`config.mk`:
```
export PLATFORM = sky130hd
export DESIGN_NAME = trap_injector
export DESIGN_NICKNAME = d
export VERILOG_FILES = /design/src/rtl/trap_pkg.sv /design/src/rtl/z80_rd_strobe.sv /design/src/rtl/trap_injector.sv
export SDC_FILE = /design/constraint.sdc
export NUM_CORES = 1
export LEC_CHECK = 0
export ABC_AREA = 1
export ABC_CLOCK_PERIOD_IN_PS = 2600
export CAP_MARGIN = 20
export CORE_UTILIZATION = 25
export CTS_BUF_LIST = sky130_fd_sc_hd__clkbuf_4 sky130_fd_sc_hd__clkbuf_8
export DETAILED_ROUTE_END_ITERATION = 10
export PLACE_DENSITY = 0.64
export SYNTH_ARGS = -nofsm -noshare
export SYNTH_HDL_FRONTEND = slang
export SYNTH_HIERARCHICAL = 1
export SYNTH_SLANG_ARGS = --single-unit
```
`constraint.sdc`:
```
create_clock -name clk -period 2.6 [get_ports clk]
set_clock_uncertainty 0.15 [all_clocks]
set_input_delay 0.52 -clock clk [delete_from_list [all_inputs] [get_ports clk]]
set_output_delay 0.52 -clock clk [all_outputs]
set_load 0.01 [all_outputs]
```
`src/rtl/trap_pkg.sv`:
```
// trap_pkg: shared state encoding and opcode/vector constants for the trap injector.
package trap_pkg;
  typedef enum logic [2:0] {IDLE, ARMED, OPC, LO, HI} state_t;
  localparam logic [7:0] OP_JP = 8'hC3;
  localparam logic [7:0] OP_CALL = 8'hCD;
  localparam logic [15:0] DEF_VEC_ADDR = 16'h0038;
endpackage

```
`src/rtl/z80_rd_strobe.sv`:
```
// z80_rd_strobe: memory-read strobe edge detector; opcode fetches exclude interrupt acknowledge.
module z80_rd_strobe (
  input  logic clk,
  input  logic rst_n,
  input  logic m1_n,
  input  logic mreq_n,
  input  logic rd_n,
  input  logic iorq_n,
  output logic rd_cyc,
  output logic rd_start,
  output logic rd_end,
  output logic fetch_start
);
  logic rd_q;
  assign rd_cyc = !mreq_n && !rd_n;
  always_ff @(posedge clk or negedge rst_n)
    if (!rst_n) rd_q <= 1'b0;
    else rd_q <= rd_cyc;
  assign rd_start = rd_cyc && !rd_q;
  assign rd_end = !rd_cyc && rd_q;
  assign fetch_start = rd_start && !m1_n && iorq_n;
endmodule

```
`src/rtl/trap_injector.sv`:
```
// trap_injector: overrides three reads at an instruction boundary to feed the Z80 a JP/CALL to VEC_ADDR.
// Define TRAP_CALL_EN to inject CALL instead of JP.
module trap_injector
  import trap_pkg::*;
#(
  parameter logic [15:0] VEC_ADDR = DEF_VEC_ADDR
) (
  input  logic       clk,
  input  logic       rst_n,
  input  logic       m1_n,
  input  logic       mreq_n,
  input  logic       rd_n,
  input  logic       iorq_n,
  input  logic       new_isr,
  input  logic       trap_req,
  output logic [7:0] data_out,
  output logic       data_oe,
  output logic       mem_inhibit,
  output logic       ignore_next_isr,
  output logic       trap_ack
);
`ifdef TRAP_CALL_EN
  localparam logic [7:0] OP_INJ = OP_CALL;
`else
  localparam logic [7:0] OP_INJ = OP_JP;
`endif
  state_t state, state_d;
  logic pending, rd_cyc, rd_start, rd_end, fetch_start;
  z80_rd_strobe u_strobe (
    .clk(clk), .rst_n(rst_n), .m1_n(m1_n), .mreq_n(mreq_n), .rd_n(rd_n), .iorq_n(iorq_n),
    .rd_cyc(rd_cyc), .rd_start(rd_start), .rd_end(rd_end), .fetch_start(fetch_start)
  );
  always_comb begin
    state_d = state;
    case (state)
      IDLE:    state_d = (pending && !fetch_start) ? ARMED : IDLE;
      ARMED:   state_d = (fetch_start && new_isr) ? OPC : ARMED;
      OPC:     state_d = rd_end ? LO : OPC;
      LO:      state_d = rd_end ? HI : LO;
      HI:      state_d = rd_end ? IDLE : HI;
      default: state_d = IDLE;
    endcase
  end
  always_ff @(posedge clk or negedge rst_n)
    if (!rst_n) begin
      state <= IDLE;
      pending <= 1'b0;
    end else begin
      state <= state_d;
      if (state == IDLE && trap_req) pending <= 1'b1;
      else if (state == ARMED && state_d == OPC) pending <= 1'b0;
    end
  // Drive only while the CPU strobe is active so the bus is released with the strobe.
  assign data_oe = (state == OPC || state == LO || state == HI) && rd_cyc;
  assign mem_inhibit = data_oe;
  assign data_out = !data_oe ? 8'h00 : state == OPC ? OP_INJ : state == LO ? VEC_ADDR[7:0] : VEC_ADDR[15:8];
  assign ignore_next_isr = state == OPC;
  assign trap_ack = state == HI && rd_end;
  logic unused;
  assign unused = rd_start;
endmodule

```
**Clock nets**

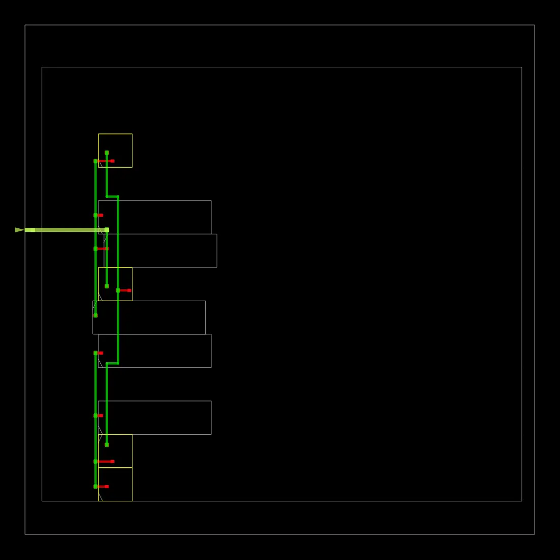
Clk. pwr: 0.0965 mW
CTS sink count: 5
Latency at later pin: 230 ps
total CTS buffers: 3
FF+latch count: 5

**Clock wires, drivers and flops**

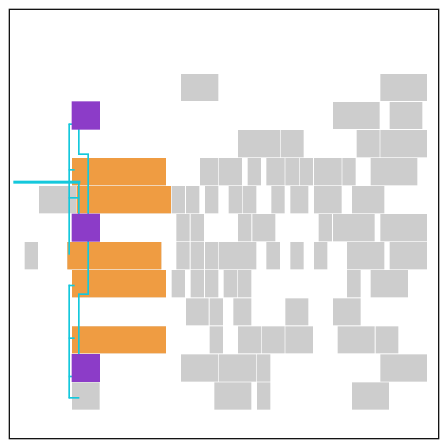
[purple] cells driving clock nets | count: 3
[orange] flip-flops | count: 5
[cyan] clock wires | length: 66.8 um
routed clock nets: 4

==> CHANGELOG.md <==
### Metrics

* Status: complete, no violations
* Launch point of the worst path: mreq_n
* Core Footprint at 1383 sq um
* Via count at between 300 and 400
* GRT overflow at 0
* Final Max Tran Viols at 0
* Layout cells sized above 1 at 0.2821
* Syn Nets at between 60 and 70
* Final setup violating endpoints at 0
* Chip width at about 42 um
* Hold_buf cts at 0
* Logic share of the area at 0.2958
* Repair and plain buffers at 22
* Port buffer count at 18
* Pre-antenna DRT Iters at 1
* Sequential power at 0.128 mW
* Highest-count logic cell in the final layout: nand2_1
* GRT Util Overall at 0.09820
* Largest regs: state (3), pending (1), u_strobe/rd_q (1)
* Power Density at around 630 nW/um^2
* Vias in the first global route at about 340
* Routed wire length at roughly 750 um
* Via density per instance at ~4
* Clock Power Share at 0.245
* Logic power comb at roughly 0.17 mW
* Crit-path slowest cell: clkdlybuf4s50_1
* # DRC at 0
* FF-to-FF path depth at 8
* Final core occ at 0.4498
* ANT cells at 0
* Final Hold Viols at 0
* Worst setup SP type: primary input
* Placed cell area at 559.3 sq um
* Worst R2R Setup Slack at approximately 1400 ps
* First-pass GRT wire length at between 1000 and 1500 um
* Global route hottest layer: met2
* Syn avg cell area at between 6 and 7 sq um
* Post-CTS Setup Inserts at 0
* FP Util at 0.2824
* Most common logic cells in the final layout: nand2_1, clkdlybuf4s50_1, inv_1
* Met2 WL at between 300 and 400 um
* Register area at roughly 130 sq um
* Post-route ant nets at 0
* TAP cells at 15
* CTS tree: done
* Seq pwr share at 0.324
* Non-clk buf share at 0.3581
* Final worst slack at ~96 ps
* Most used cell, CP: clkdlybuf4s50_1
* Largest net degree at the start of global routing at 7
* Site Rows at 13
* Internal cell power at between 0.2 and 0.25 mW
* WP data required at 1930 ps
* Seq/total area at 0.2012
* Cell Chain, Critical Path: clkdlybuf4s50_1 -> nor2_2 -> inv_1 -> nor2_4 -> clkdlybuf4s50_1
* Die Ht at 41.52 um
* Largest register FFs at 3
* Initial antenna violation count at 0
* H-tree depth at 1
* Min-Delay Path Class: register to register
* Wl on met1 at ~340 um
* Max_cap viols at 0
* # placed instances at 88
* Nonclk inv count at 11
* Hold depth at 2
* Syn-to-layout area delta at 59.29%
* Synthesized instance count at between 50 and 60
* Reg-to-Reg End: state[0]
* Critical Path Fanout Max at 4
* Clock Path Buffers at 2
* M3 GR Usage at 0.04783
* Hold EP: pending
* RSZ-0062 raised after global routing: false
* Die ar. at 1724 sq um
* Dpl ws at -59.22 ps
* Met2 Usage GRT at 0.1438
* Wire per inst at a little over 8 um
* Max incr delay on CP at around 540 ps
* Combinational Power Share at 0.431
* HPWL after DPL at 656.4 um
* Top pwr grp: combinational cells
* Layout Cells excl Fill at 93
* Clkbuf count at 4
* Worst flop-to-flop path startpoint: u_strobe/rd_q
* Final Total Pwr at roughly 0.39 mW
* Fin crit share at 0.9632
* Final worst path period need at between 2000 and 3000 ps
* Combinational gates at 36
* Synth Cell Area at approximately 390 sq um
* Largest cell class by area: non-clock buffers
* Root Driver: clkbuf_4
* Met3 routed WL at between 50 and 60 um
* Leakage dissipation at about 0.4 nW
* Worst path depth at 5
* Setup TNS at 0 ps
* OpenROAD warning count at 26
* Hold_sp: pending
* Filler cell count at between 100 and 150
* Clk tree area frac at 0.04829
* Data arrival time of the worst path at 1830 ps
* Setup crit end: data_out[6]
* Initial drt markers at 0
* Ys Warns at 6
* Switching Share at 0.3814
* Switching power at 0.1505 mW
* Total I/O pin count at 20
* Design area at ~620 sq um
* Fin Hold WS at 318.4 ps
* Nature of the critical path endpoint: output port
* Top delay family on crit path: buffers and inverters
* Net count, final at around 87
* Achievable Freq at 0.3993 GHz
* WS Path Type: primary input to output port
* Clk slew on worst S/H paths at around 40 ps
* Comb area at roughly 180 sq um
* PostCTS Resize Cnt at 3
* Max layer used: met3
**Cells by drive strength**

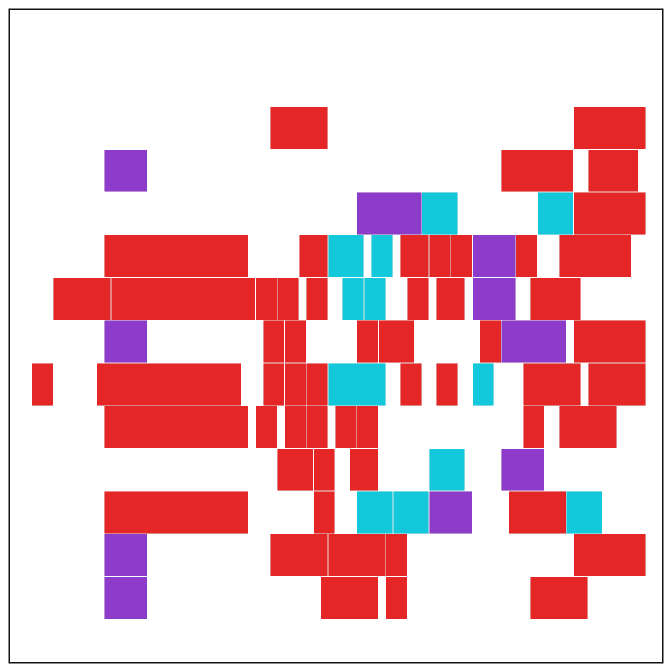
[red] drive 1 or less | cells: 56 | share: 72%
[purple] drive 3 to 4 | cells: 10 | share: 13%
[cyan] drive 2 | cells: 12 | share: 15%

**Met1 routing**

Supply wires on this layer in gray.
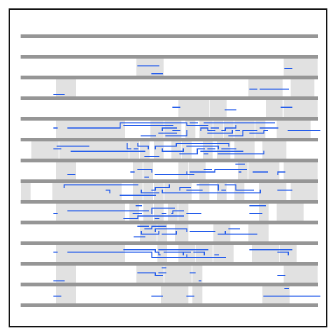
wire length on this layer: 339 um
longest straight run: 12.9 um
main direction: horizontal
share of all routed wire: 45%
nets with wire on the layer: 68

Power figures rest on the tool's default switching activity, not on a simulated workload.
